==> images/clock_wires.png <==
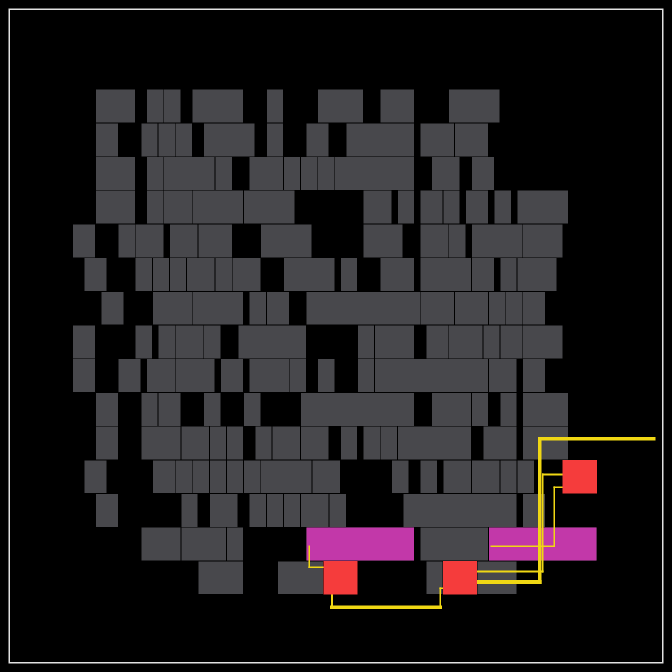
==> images/m1.png <==
Bar = 20 um.
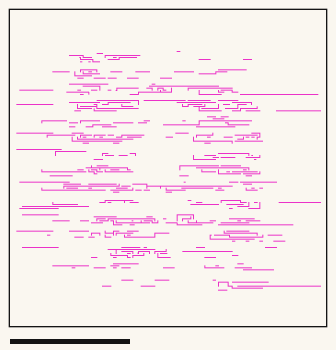
==> images/route_heat.png <==
Bar = 20 um. 11 x 11 tiles, from dark blue (low) to red (high), scaled to the fullest tile. Values are wire area over tile area, all layers added.
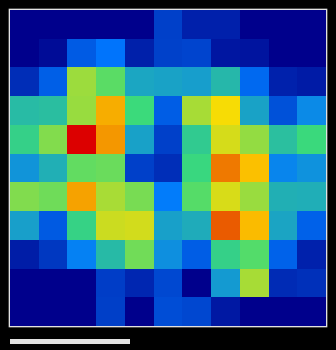
==> images/pinout.png <==
Bar = 20 um. Pins as bars across the die edge, other pins in gray.
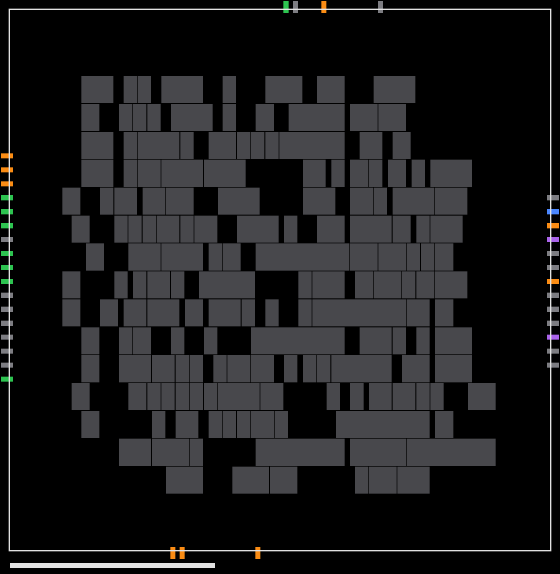
==> images/clock_nets.png <==
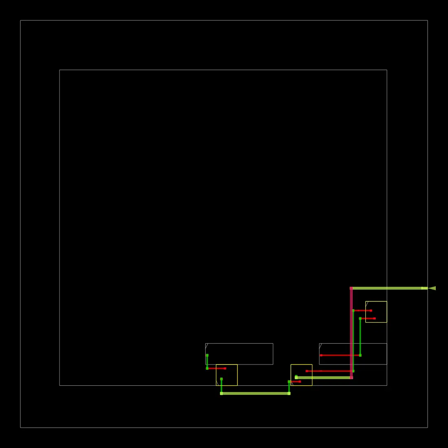
==> src/rtl/control_unit_multiciclo_pkg.sv <==
// Shared opcodes, step encodings and sizes for the multicycle control unit.
// The optional trap is enabled with the CTRL_ILLEGAL_TRAP_EN macro.
package ctrl_multiciclo_pkg;

  localparam int SEL_W  = 3;
  localparam int N_REGS = 8;
  localparam int IR_W   = 9;

  localparam logic [2:0] OP_MV  = 3'b000;
  localparam logic [2:0] OP_MVI = 3'b001;
  localparam logic [2:0] OP_ADD = 3'b010;
  localparam logic [2:0] OP_SUB = 3'b011;

  typedef enum logic [1:0] {
    T0 = 2'd0,
    T1 = 2'd1,
    T2 = 2'd2,
    T3 = 2'd3
  } tstep_t;

  // Opcodes with the top bit set have no datapath meaning.
  function automatic logic is_illegal(input logic [2:0] op);
    return op[2];
  endfunction

endpackage

==> src/rtl/control_unit_multiciclo_dec3to8.sv <==
// Register-field to one-hot decoder with enable.
// All-zero output when disabled.
module dec3to8
  import ctrl_multiciclo_pkg::*;
#(
  parameter int SW = SEL_W,
  parameter int NO = N_REGS
) (
  input  logic [SW-1:0] sel,
  input  logic          en,
  output logic [NO-1:0] onehot
);

  always_comb begin
    onehot = '0;
    for (int i = 0; i < NO; i++) begin
      if (en && (sel == SW'(i))) onehot[i] = 1'b1;
    end
  end

endmodule

==> src/rtl/control_unit_multiciclo.sv <==
// Multicycle processor control FSM (T0..T3 sequencing, bus/ALU enables).
// Optional illegal-opcode trap: define CTRL_ILLEGAL_TRAP_EN.
module control_unit_multiciclo
  import ctrl_multiciclo_pkg::*;
#(
  parameter int N_REGS = ctrl_multiciclo_pkg::N_REGS,
  parameter int SEL_W  = ctrl_multiciclo_pkg::SEL_W,
  parameter int IR_W   = ctrl_multiciclo_pkg::IR_W
) (
  input  logic              Clock,
  input  logic              Reset,
  input  logic              Run,
  input  logic [IR_W-1:0]   IR,
  output logic              IRin,
  output logic [N_REGS-1:0] Rin,
  output logic [N_REGS-1:0] Rout,
  output logic              DINout,
  output logic              Gout,
  output logic              Ain,
  output logic              Gin,
  output logic              AddSub,
  output logic              Done,
`ifdef CTRL_ILLEGAL_TRAP_EN
  output logic              Illegal,
`endif
  output logic [1:0]        Tstep
);

  tstep_t tstep_q, tstep_d;

  logic [2:0]       opcode;
  logic [SEL_W-1:0] rx, ry;
  logic [N_REGS-1:0] x_oh, y_oh;

  logic irin_c, din_c, gout_c, ain_c, gin_c;
  logic addsub_c, done_c;
  logic rx_in, rx_out, ry_out;

  assign opcode = IR[IR_W-1 -: 3];
  assign rx     = IR[2*SEL_W-1 -: SEL_W];
  assign ry     = IR[SEL_W-1:0];

  always_ff @(posedge Clock) begin
    if (Reset) tstep_q <= T0;
    else       tstep_q <= tstep_d;
  end

  always_comb begin
    tstep_d  = tstep_q;
    irin_c   = 1'b0;
    din_c    = 1'b0;
    gout_c   = 1'b0;
    ain_c    = 1'b0;
    gin_c    = 1'b0;
    addsub_c = 1'b0;
    done_c   = 1'b0;
    rx_in    = 1'b0;
    rx_out   = 1'b0;
    ry_out   = 1'b0;
    unique case (tstep_q)
      T0: begin
        if (Run) begin
          irin_c  = 1'b1;
          din_c   = 1'b1;
          tstep_d = T1;
        end
      end
      T1: begin
        case (opcode)
          OP_MV: begin
            ry_out  = 1'b1;
            rx_in   = 1'b1;
            done_c  = 1'b1;
            tstep_d = T0;
          end
          OP_MVI: begin
            din_c   = 1'b1;
            rx_in   = 1'b1;
            done_c  = 1'b1;
            tstep_d = T0;
          end
          OP_ADD, OP_SUB: begin
            rx_out  = 1'b1;
            ain_c   = 1'b1;
            tstep_d = T2;
          end
          default: begin
            done_c  = 1'b1;
            tstep_d = T0;
          end
        endcase
      end
      T2: begin
        ry_out   = 1'b1;
        gin_c    = 1'b1;
        addsub_c = (opcode == OP_SUB);
        tstep_d  = T3;
      end
      T3: begin
        gout_c  = 1'b1;
        rx_in   = 1'b1;
        done_c  = 1'b1;
        tstep_d = T0;
      end
      default: tstep_d = T0;
    endcase
  end

  dec3to8 #(.SW(SEL_W), .NO(N_REGS)) u_dec_x (
    .sel    (rx),
    .en     (rx_in | rx_out),
    .onehot (x_oh)
  );

  dec3to8 #(.SW(SEL_W), .NO(N_REGS)) u_dec_y (
    .sel    (ry),
    .en     (ry_out),
    .onehot (y_oh)
  );

  // Reset overrides every decoded output, including the step probe.
  always_comb begin
    IRin   = irin_c & ~Reset;
    DINout = din_c & ~Reset;
    Gout   = gout_c & ~Reset;
    Ain    = ain_c & ~Reset;
    Gin    = gin_c & ~Reset;
    AddSub = addsub_c & ~Reset;
    Done   = done_c & ~Reset;
    Rin    = (rx_in ? x_oh : '0) & {N_REGS{~Reset}};
    Rout   = ((rx_out ? x_oh : '0) | y_oh)
             & {N_REGS{~Reset}};
    Tstep  = Reset ? 2'd0 : tstep_q;
  end

`ifdef CTRL_ILLEGAL_TRAP_EN
  logic sticky_q;
  logic ill_t1;

  assign ill_t1 = (tstep_q == T1) && is_illegal(opcode);

  always_ff @(posedge Clock) begin
    if (Reset)       sticky_q <= 1'b0;
    else if (ill_t1) sticky_q <= 1'b1;
  end

  assign Illegal = (ill_t1 | sticky_q) & ~Reset;
`endif

endmodule

==> config.mk <==
export PLATFORM = sky130hd
export DESIGN_NAME = control_unit_multiciclo
export DESIGN_NICKNAME = d
export VERILOG_FILES = /design/src/rtl/control_unit_multiciclo_pkg.sv /design/src/rtl/control_unit_multiciclo_dec3to8.sv /design/src/rtl/control_unit_multiciclo.sv
export SDC_FILE = /design/constraint.sdc
export NUM_CORES = 1
export LEC_CHECK = 0
export ABC_AREA = 1
export ABC_CLOCK_PERIOD_IN_PS = 2000
export CORE_MARGIN = 5
export CORE_UTILIZATION = 32
export CTS_CLUSTER_DIAMETER = 200
export CTS_CLUSTER_SIZE = 30
export DETAILED_ROUTE_END_ITERATION = 12
export GPL_TIMING_DRIVEN = 0
export PLACE_DENSITY = 0.75
export SYNTH_ARGS = -nofsm -noshare
export SYNTH_HDL_FRONTEND = slang
export SYNTH_HIERARCHICAL = 1
export SYNTH_SLANG_ARGS = --single-unit
export TNS_END_PERCENT = 50
==> constraint.sdc <==
create_clock -name Clock -period 2 [get_ports Clock]
set_clock_uncertainty 0.05 [all_clocks]
set_input_delay 0.6 -clock Clock [delete_from_list [all_inputs] [get_ports Clock]]
set_output_delay 0.6 -clock Clock [all_outputs]
set_load 0.01 [all_outputs]
==> run summary <==
Worst Setup End Kind -> output port
CORE AREA -> 0.001727 mm^2
CTS-repair resized insts -> 115
Grt peak-use layer -> met2
Gate Area -> 635.6 um^2
Relative slew slack -> 90.07%
Gp weighted congestion -> 0.7807
Final setup viols -> 18
Count leader, synth -> nand2_1
OpenROAD warning count -> 33
Port Buffers -> 35
R2R Setup Slk -> 0.89 ns
FF+latch count, synth -> 2
First-pass GRT wire length -> 3.305 mm
HPWL Detailed -> 1.598 mm
Hold Path Class -> reg -> reg
Critical path, cell by cell -> inv_4 > ha_2 > inv_1 > a21oi_4 > nand2_2 > nor2_2 > inv_1 > a21oi_2 > buf_2
Top_reg_cell synth -> dfxtp_1
Violated checks -> setup timing
Flop share of the area -> 4.064%
Hold_buf cts -> 0
Multi-input comb cells -> 96
Status -> finished, violations left
Critical path class -> reg -> out
Yosys stat cell total -> 117
Largest class -> logic gates
Non-clk buf share -> 30.27%
Worst path bufs/invs -> 4
H-Tree Level Count -> 1
Syn avg cell area -> 4.973 um^2
R2R depth -> 6
Area growth syn-to-layout -> 101.1%
Setup Fix Bufs, Post-CTS -> 6
Fraction of registers with async set/reset -> 0%
Ant. Diodes -> 0
Fraction of layout cells with a size suffix above 1 -> 49.39%
Iter 0 DRT Violations -> 8
Top cells, area -> nand2_1, nor2_1, ha_1
Hold Violations, Final -> 0
FP Util -> 33.70%
Mapped Area -> 581.8 um^2
Reg clk slew, reported paths -> 0.03 ns
CP delay by family, top -> flip-flops
RR Startpoint -> tstep_q[0]
Post-route setup slack -> -0.3242 ns
Ports -> 37
Clock buf/inv share -> 1.925%
Residual DRC -> 0
Num rows -> 15
Period minus WS final -> 2.324 ns
Slowest-stage cell, CP -> dfxtp_4
-- clock_wires.png (at the start) --
Key: clock-net drivers = red [count 3]; flip-flops = magenta [count 2]; clock wires = yellow [length 73.3 um]
There are 4 routed clock nets.

-- m1.png (at the start) --
The layer carries 896 um of wire. The wires run mostly horizontal. 152 nets have wire on it. The longest straight run is 14.3 um.

-- route_heat.png (at the start) --
18% of the tiles are nearly empty. 25% of the tiles are over half the peak. The densest ninth of the die: left middle.

-- pinout.png (at the start) --
Key: `Tstep` = purple [pins 2, direction output, edge right]; `Done` = blue [pins 1, direction output, edge right]; `Rin` = green [pins 8, direction output, edge 7 left, 1 top]; `IR` = orange [pins 9, direction input, edge 3 bottom, 3 left, 2 right, 1 top]

-- clock_nets.png (at the start) --
Num CTS Buffers: 3
Power Clock: 88.7 uW

-- cells in the final DEF, fill, tap and decap left out, types with 2 or more instances in the layout --
cell type and count:
a21oi_1 2, buf_2 18, buf_4 9, buf_6 3, buf_8 2, clkbuf_4 3
clkdlybuf4s15_1 3, clkdlybuf4s50_1 3, dfxtp_4 2, dlygate4sd2_1 7, ha_4 4, inv_1 12
inv_2 2, nand2_1 25, nand2_2 9, nand2_4 3, nand3_1 2, nor2_1 23
nor2_2 7, nor2_4 5, o21ai_1 3, o21ai_2 6
-- metal layers --
metal	part of all wire, %	up-vias	wire (um)
li1	-	452	-
met1	41	405	896
met2	50	32	1114
met3	8.4	2	186
met4	0.50	0	11
met5	0	-	0
-- how the worst max path moves through the flow --
stage	start	endpoint	slack, ns	cells past startpoint
final	tstep_q[0]	Rout[7]	-0.32	9
after global routing	tstep_q[0]	Rout[7]	-0.42	9
after CTS	tstep_q[0]	Rout[7]	-0.32	9
after detailed placement	IR[7]	Rout[7]	-1.29	11
after global placement	IR[7]	Rout[1]	-1.26	11
after floorplan	IR[7]	Rout[7]	-0.06	9
-- through the flow --
stage	instances	utilization (%)
6_report	189	67.75
3_3_place_gp	177	57.83
2_1_floorplan	117	-
4_1_cts	186	60.43
5_1_grt	189	67.75
3_5_place_dp	177	57.83
-- kinds of logic after synthesis --
group | count (synthesis) | share of synthesized area (%)
and+or+nand+nor | 77 | 52.69
adders and majority gates | 5 | 10.75
buffers and inverters | 19 | 16.77
AOI/OAI and AO/OA | 14 | 12.90
DFF | 2 | 6.882
-- where the power goes --
part           total [mW]  switching [mW]  internal (mW)
combinational       0.376           0.204          0.171
clock              0.0887          0.0226         0.0661
sequential         0.0860          0.0305         0.0556
Power figures rest on the tool's default switching activity, not on a simulated workload.
